**Run 1: wiring heat map**

16 x 23 tiles, from dark blue (low) to red (high), scaled to the fullest tile. Values are wire area over tile area, all layers added.
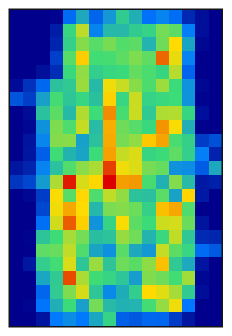
**Run 1: cells coloured by class**

Fill, decap, tap and diode cells in grey.
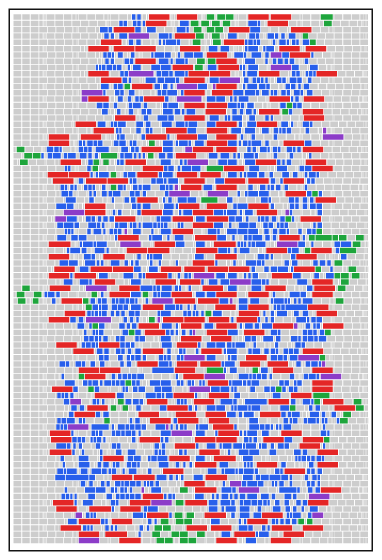
**Run 1: I/O nets highlighted**

Scale bar: 50 um.
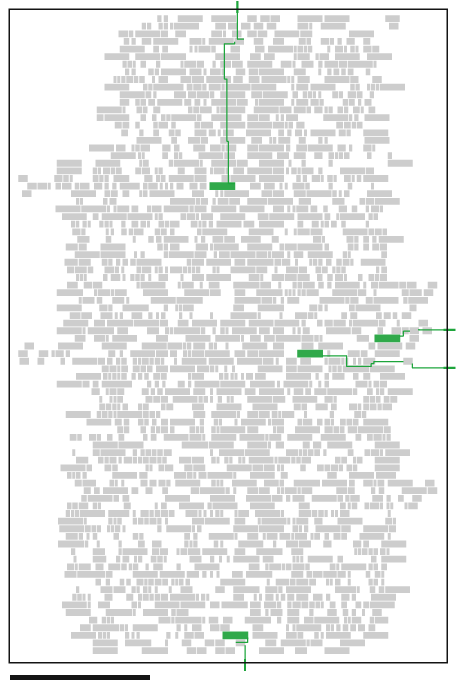
**Run 1: supply network**

Scale bar: 50 um. Pins as bars on the die edge. Tap cells in grey.
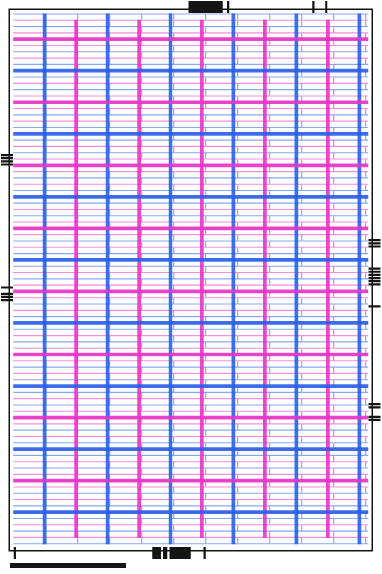
$ cat src/rtl/flag_counter_pkg.sv
// Shared constants and types for the multi-channel flag/tick generator.
package flag_counter_pkg;

  localparam logic MODE_PERIODIC = 1'b0;
  localparam logic MODE_ONESHOT  = 1'b1;

  // Per-channel run state: armed channels count, spent one-shots hold until re-armed.
  typedef enum logic {
    CH_ARMED = 1'b0,
    CH_SPENT = 1'b1
  } ch_state_e;

endpackage

$ cat src/rtl/flag_counter_ch.sv
// One flag/tick channel: enabled-cycle counter with runtime terminal count,
// periodic or one-shot flag generation and sticky one-shot completion.
module flag_counter_ch
  import flag_counter_pkg::*;
#(
  parameter int unsigned CNT_W      = 32,
  parameter int unsigned DEFAULT_TC = 1000
) (
  input  logic             sys_clk,
  input  logic             rst_n,
  input  logic             enable,
  input  logic             mode,
  input  logic             load,
  input  logic [CNT_W-1:0] load_tc,
  input  logic             clr_done,
  output logic             flag,
  output logic             done,
  output logic             flag_c
);

  logic [CNT_W-1:0] count_q, count_d;
  logic [CNT_W-1:0] tc_q, tc_d;
  ch_state_e        state_q, state_d;
  logic             done_d;

  always_ff @(posedge sys_clk or negedge rst_n) begin
    if (!rst_n) begin
      count_q <= '0;
      tc_q    <= CNT_W'(DEFAULT_TC);
      state_q <= CH_ARMED;
      flag    <= 1'b0;
      done    <= 1'b0;
    end else begin
      count_q <= count_d;
      tc_q    <= tc_d;
      state_q <= state_d;
      flag    <= flag_c;
      done    <= done_d;
    end
  end

  // Terminal compares against the current tc, so a load only affects later edges.
  always_comb begin
    count_d = count_q;
    tc_d    = tc_q;
    state_d = state_q;
    done_d  = done;
    flag_c  = 1'b0;

    if (load) tc_d = load_tc;

    if (clr_done) begin
      done_d  = 1'b0;
      state_d = CH_ARMED;
    end

    if (!enable) begin
      count_d = '0;
      state_d = CH_ARMED;
    end else if (state_q == CH_ARMED) begin
      if (count_q >= tc_q) begin
        count_d = '0;
        flag_c  = 1'b1;
        if (mode == MODE_ONESHOT) begin
          done_d  = 1'b1;
          state_d = clr_done ? CH_ARMED : CH_SPENT;
        end
      end else begin
        count_d = count_q + CNT_W'(1);
      end
    end
  end

endmodule

$ cat src/rtl/flag_counter_mc.sv
// Multi-channel programmable flag/tick generator: clock input buffer,
// terminal-count load decode, channel array and registered flag OR.
module flag_counter_mc #(
  parameter int unsigned NUM_CH     = 4,
  parameter int unsigned CNT_W      = 32,
  parameter int unsigned DEFAULT_TC = 1000,
  parameter int unsigned CH_IDX_W   = 2
) (
  input  logic                clk_p,
  input  logic                clk_n,
  input  logic                rst_n,
  input  logic [NUM_CH-1:0]   enable,
  input  logic [NUM_CH-1:0]   mode,
  input  logic                load,
  input  logic [CH_IDX_W-1:0] load_ch,
  input  logic [CNT_W-1:0]    load_tc,
  input  logic [NUM_CH-1:0]   clr_done,
  output logic [NUM_CH-1:0]   flag_count,
  output logic [NUM_CH-1:0]   done,
  output logic                flag_any
);

  logic              sys_clk;
  logic              unused_clk_n;
  logic [NUM_CH-1:0] ch_load;
  logic [NUM_CH-1:0] flag_next_c;

  // Differential receiver (IBUFGDS, LVDS_25 in the vendor flow); the + leg carries the clock.
  assign sys_clk      = clk_p;
  assign unused_clk_n = clk_n;

  // Indices at or above NUM_CH match no channel and are dropped.
  for (genvar i = 0; i < int'(NUM_CH); i++) begin : g_ch
    assign ch_load[i] = load && (load_ch == CH_IDX_W'(i));

    flag_counter_ch #(
      .CNT_W      (CNT_W),
      .DEFAULT_TC (DEFAULT_TC)
    ) u_ch (
      .sys_clk  (sys_clk),
      .rst_n    (rst_n),
      .enable   (enable[i]),
      .mode     (mode[i]),
      .load     (ch_load[i]),
      .load_tc  (load_tc),
      .clr_done (clr_done[i]),
      .flag     (flag_count[i]),
      .done     (done[i]),
      .flag_c   (flag_next_c[i])
    );
  end

  always_ff @(posedge sys_clk or negedge rst_n) begin
    if (!rst_n) flag_any <= 1'b0;
    else        flag_any <= |flag_next_c;
  end

endmodule
$ cat config.mk
export PLATFORM = sky130hd
export DESIGN_NAME = flag_counter_mc
export DESIGN_NICKNAME = d
export VERILOG_FILES = /design/src/rtl/flag_counter_pkg.sv /design/src/rtl/flag_counter_ch.sv /design/src/rtl/flag_counter_mc.sv
export SDC_FILE = /design/constraint.sdc
export NUM_CORES = 1
export LEC_CHECK = 0
export CORE_ASPECT_RATIO = 1.5
export CORE_UTILIZATION = 45
export DETAILED_ROUTE_END_ITERATION = 7
export PLACE_DENSITY = 0.68
export SLEW_MARGIN = 30
export SYNTH_ARGS = -nofsm -noshare
export SYNTH_HDL_FRONTEND = slang
export SYNTH_SLANG_ARGS = --single-unit
$ cat constraint.sdc
create_clock -name clk_p -period 3 [get_ports clk_p]
set_input_delay 0.45 -clock clk_p [delete_from_list [all_inputs] [get_ports clk_p]]
set_output_delay 0.45 -clock clk_p [all_outputs]
set_load 0.01 [all_outputs]
==> results.ini, run 1 <==
[run_status]
status=completed

[layout]
fin_cells=2223
seq_area_um2=6760
fillers=3070
lay_top_cells=dfrtp_1, nand2_1, inv_1, ha_1, nand3_1
syn_to_final_growth_pct=14.0

[yosys]
async_flop_share_pct=100
yosys.stat.seqShare_pct=42.3
syn_area_per_cell_um2=9.60
ys_cells=1666

[grt]
grt_max_degree=67
grt_pass1_vias=12100
use_met1_pct=27.5
grt_use_total_pct=22.0
grt_antenna_before_repair=1

[placement]
dp_cells=2172
gp_congestion=0.846
hpwlAfterDp_um=28500

[sta]
hold_violations=0
max_slew.worst_pin.slew_ns=0.689
period_minus_slack_ns=2.78
grt_setup_unrepaired=no
maxSlewViolCount=0
setup_ws_ns=0.218

[floorplan]
fp_util_pct=45.7

[worst_setup_path]
endpoint_kind=register
worst_setup_path_start_kind=register
worst-r2r-cell-count=9
cp.arrival_ns=3.28
r2r_slack_ns=0.22

[job]
cap_violations=0

[route]
via_per_inst=5.69
wl_met3_um=1390
highest_layer=met4

[clock_network]
clock_sinks=269
postCtsSetupRepairBufs=0
clk_latency_ns=0.56
clockRootBuffer=clkbuf_16

Notes on 'wiring heat map' above:
densest ninth of the die: centre
emptiest ninth of the die: upper left
tiles over half the peak: 38%
mean over tiles: 0.17
Vias: 12700
Total Wirelength: 39200 um

Notes on 'cells coloured by class' above:
[red] flip-flops | cells: 269
[purple] clock drivers and dummy loads | cells: 50
[blue] all other logic | cells: 1321
[green] other buffers and delay cells | cells: 110
Site Rows: 84
Design Area, Final: 18200 um2
CORE AREA: 35000 um2
utilization after layout: 52.1%

Notes on 'I/O nets highlighted' above:
[green] `flag_count` | direction: output | end cells: 4 | buffers: 4 | wire: 145 um
input/output buffers: 57
io pins: 59

Notes on 'supply network' above:
[blue] VSS
[magenta] VDD
tap cells: 473
rows: 84
met5 straps: 16
met1 rails: 85
met4 straps: 11
Max IR drop VDD: 0.281 mV
Die W: 156 um
Die Ht: 233 um

==> run 1: synth_stat cells (all sizes together), types with 3 or more instances <==
cell type    n
nor3        24
mux2        97
a31oi       44
or4b         3
a2111oi      3
or2          4
a221oi       4
o21a        10
a21oi       84
and2        19
nand4       69
nor3b        6
or4         21
or3          9
dfrtp      245
o31ai        5
a21o        16
nor4         8
buf         32
clkbuf      44
and4        13
a22o         5
o22ai        5
inv        170
a211oi       5
nor2        32
nor2b        8
o211ai       4
o311ai      25
nand3      120
dfstp       24
mux2i       32
a41oi        3
nand2      169
nand2b       8
ha         132
o21ai       85
and3        34
nand3b      15
==> run 1: kinds of logic (layout without fill, tap and decap cells) <==
kind of cell | after synthesis | after routing | share of synthesized area (%)
AND-OR/OR-AND | 324 | 324 | 13.4
multiplexers | 129 | 129 | 8.83
flip-flops | 269 | 269 | 42.3
AND/OR/NAND/NOR | 564 | 564 | 18.9
adder cells (fa/ha/maj) | 132 | 132 | 10.3
XOR/XNOR | 2 | 2 | 0.110
buffers and inverters | 246 | 330 | 6.18
==> run 1: worst max-delay path by stage <==
stage / depth (start not counted) / slack (ns) / to / startpoint
final: 9 / 0.22 / g_ch[2].u_ch.flag / g_ch[2].u_ch.tc_q[7]
after global routing: 10 / 0.006 / g_ch[0].u_ch.count_q[18] / g_ch[0].u_ch.tc_q[5]
after CTS: 9 / 0.12 / g_ch[2].u_ch.flag / g_ch[2].u_ch.tc_q[5]
after detailed placement: 9 / 0.14 / g_ch[2].u_ch.flag / g_ch[2].u_ch.tc_q[7]
after global placement: 9 / 0.15 / g_ch[2].u_ch.flag / g_ch[2].u_ch.tc_q[7]
after floorplan: 10 / 0.42 / g_ch[2].u_ch.count_q[1] / g_ch[2].u_ch.tc_q[6]
==> run 1: power groups by stage <==
stage	Combinational (mW)	Sequential [mW]	Clock, mW
floorplan	0.840	4.17	0
global placement	1.20	4.21	0
detailed placement	1.25	4.23	0
CTS	1.26	4.16	3.59
global route	1.42	4.20	3.73
finish	1.25	4.16	3.51
==> run 1: through the flow <==
step	hold slack, ns	total power [mW]	area, um2
after floorplan	0.154	5.01	16000
after detailed placement	0.430	5.48	17300
final	0.435	8.92	18200
after global placement	0.432	5.41	17300
after CTS	0.438	9.02	18200
after global routing	0.476	9.35	18200
==> run 1: cell type report <==
cell class | count | area share [%]
inverters | 170 | 3.50
well taps | 473 | 3.24
multi-input cells | 1151 | 45.4
repair buffers | 110 | 5.83
clock inverters | 11 | 0.768
clock buffers | 39 | 4.22
flip-flops and latches | 269 | 37.1
==> run 1: state kept, by name, summed over array words and instances (netlist names) <==
| name | count |
|---|---|
| g_ch.u_ch.count_q | 128 |
| flag_any | 1 |
| g_ch.u_ch.tc_q | 128 |
| g_ch.u_ch.done | 4 |
| g_ch.u_ch.state_q | 4 |
| g_ch.u_ch.flag | 4 |
==> run 1: worst max-delay path: stages (launching register included) <==
cell and delay, ns:
dfstp_2 0.52, inv_1 0.04, ha_1 0.30, and4_1 0.17
o21ai_1 0.05, or4_1 0.53, a31oi_2 0.31, o221ai_4 0.16
a21oi_1 0.44, buf_4 0.21
==> run 2, diff against run 1 <==
--- a/config.mk
+++ b/config.mk
@@ -5,10 +5,12 @@
 export SDC_FILE = /design/constraint.sdc
 export NUM_CORES = 1
 export LEC_CHECK = 0
+export CELL_PAD_IN_SITES_DETAIL_PLACEMENT = 0
+export CELL_PAD_IN_SITES_GLOBAL_PLACEMENT = 1
 export CORE_ASPECT_RATIO = 1.5
 export CORE_UTILIZATION = 45
 export DETAILED_ROUTE_END_ITERATION = 7
-export PLACE_DENSITY = 0.68
+export PLACE_DENSITY = 0.81
 export SLEW_MARGIN = 30
 export SYNTH_ARGS = -nofsm -noshare
 export SYNTH_HDL_FRONTEND = slang
==> run 2 against run 1 <==
Effect of this change: clock power fell by 3%; core utilization shrank 0.14 points; die area is the same; final area fell by 0.26%; hold slack improved by 0.034 ns; routed wire length rose by 1.7%; critical endpoint is now flag_any; highest routed layer unchanged.
==> results.ini, run 2 <==
[clock_network]
clock_sinks=269

[sta]
hold_violations=0
maxSlewViolCount=0
period_minus_slack_ns=2.81

[grt]
grt_max_degree=76
grt_use_total_pct=22.9

[yosys]
synth_dominant_cell_count=dfrtp_1
ys_cells=1666
yosys.stat.seqShare_pct=42.3
top_cells_by_count=dfrtp_1, nand2_1, inv_1, ha_1, nand3_1
async_flop_share_pct=100

[layout]
fillers=3114
seq_area_um2=6760
syn_to_final_growth_pct=13.8
lay_top_cells=dfrtp_1, nand2_1, inv_1, ha_1, nand3_1

[floorplan]
fp.coreArea_um2=35000
fp_util_pct=45.7
fp-row-count=84
dieWidth_um=156
die_h_um=233

[worst_setup_path]
max_stage_delay_ns=0.53
worst_setup_path_start_kind=register
cpMostUsedCell=or4_1
crit_buf_inv=1
cpLargestDelayFamily=AND-OR/OR-AND gates
cpMaxStageDelayCell=dfstp_2
endpoint_kind=register

[route]
vias=12700

[run_status]
status=completed

[job]
cap_violations=0

-- run 2: final cells by class --
class | count | area share (%)
Timing Repair Buffer | 113 | 5.89
Tap cell | 473 | 3.25
Clock inverter | 12 | 0.640
Clock buffer | 36 | 4.06
Inverter | 170 | 3.51
Sequential cell | 269 | 37.2
Multi-Input combinational cell | 1151 | 45.5
-- run 2: repair_timing --
action	CTS	global route
setup endpoints to repair	0	26
resized	0	1
buffers inserted	0	2
hold endpoints to repair	66	0
hold buffers	1	0
-- run 2: metrics by stage --
stage                     hold slack [ns]  instance area, um2  power (mW)  setup slack, ns  instances
final                               0.469               18200        8.80            0.185       2224
after global routing                0.471               18200        9.26           0.0250       2224
after CTS                           0.448               18200        8.90           0.0625       2222
after detailed placement            0.483               17300        5.49           0.0773       2173
after global placement              0.474               17300        5.41            0.149       2173
after floorplan                     0.154               16000        5.01            0.425       1666
-- run 2: path summary, 6_finish.rpt --
kind                       cells past startpoint                  endpoint  slack, ns                  start
max                                            9                  flag_any       0.19   g_ch[2].u_ch.tc_q[5]
min                                            2      g_ch[3].u_ch.state_q       0.47            clr_done[3]
max reg2reg                                    9                  flag_any       0.19   g_ch[2].u_ch.tc_q[5]
min reg2reg                                    1     g_ch[3].u_ch.tc_q[14]       0.50  g_ch[3].u_ch.tc_q[14]
max in group asynchronous                      3  g_ch[1].u_ch.count_q[22]       1.68                  rst_n
min in group asynchronous                      2  g_ch[3].u_ch.count_q[27]       0.49                  rst_n
-- run 2: cells by family after synthesis --
| family | share of synthesized area [%] |
|---|---|
| buf+inv | 6.18 |
| flops | 42.3 |
| simple gates | 18.9 |
| fa+ha+maj | 10.3 |
| xor+xnor | 0.110 |
| compound gates | 13.4 |
| mux | 8.83 |
-- run 2: power by group --
part	leakage, nW	switching [mW]	total [mW]	internal [mW]
clock network	0.426	1.49	3.39	1.90
registers	3.45	0.164	4.17	4.00
logic	4.36	0.684	1.25	0.567
total	8.24	2.34	8.80	6.47
-- run 2: layer usage --
metal  vias to the layer above  global-route usage (%)  part of all wire, %  wire length (um)
met2                       221                    38.8                   49             19400
li1                       6197                       -                    -                 -
met5                         -                       0                    0                 0
met3                        65                    2.59                  3.6              1450
met1                      6180                    28.9                   43             17200
met4                         0                    11.3                  4.7              1880
**Run 2: cell placement**

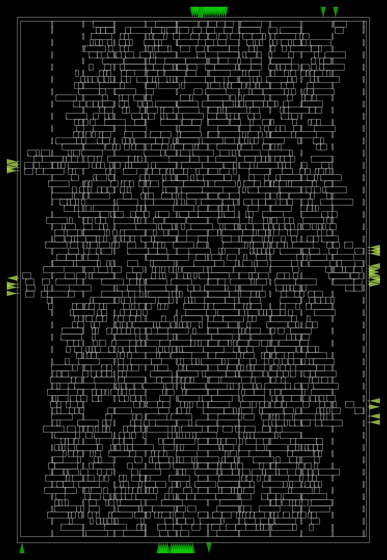
number of well taps: 473
utilization after layout: 52.0%

**Run 2: supply network**

Scale bar: 50 um. Pins as bars on the die edge. Tap cells in grey.
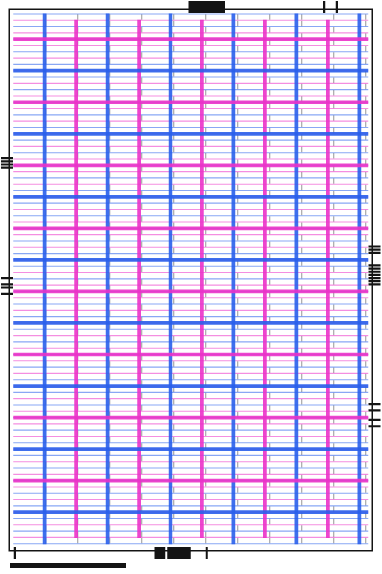
[blue] VSS
[magenta] VDD
rows: 84
met1 rails: 85
met4 straps: 11
signal pins: 59
met5 straps: 16
Max IR drop VDD: 0.369 mV

No activity file was given, so power comes from the tool's default toggle rates.
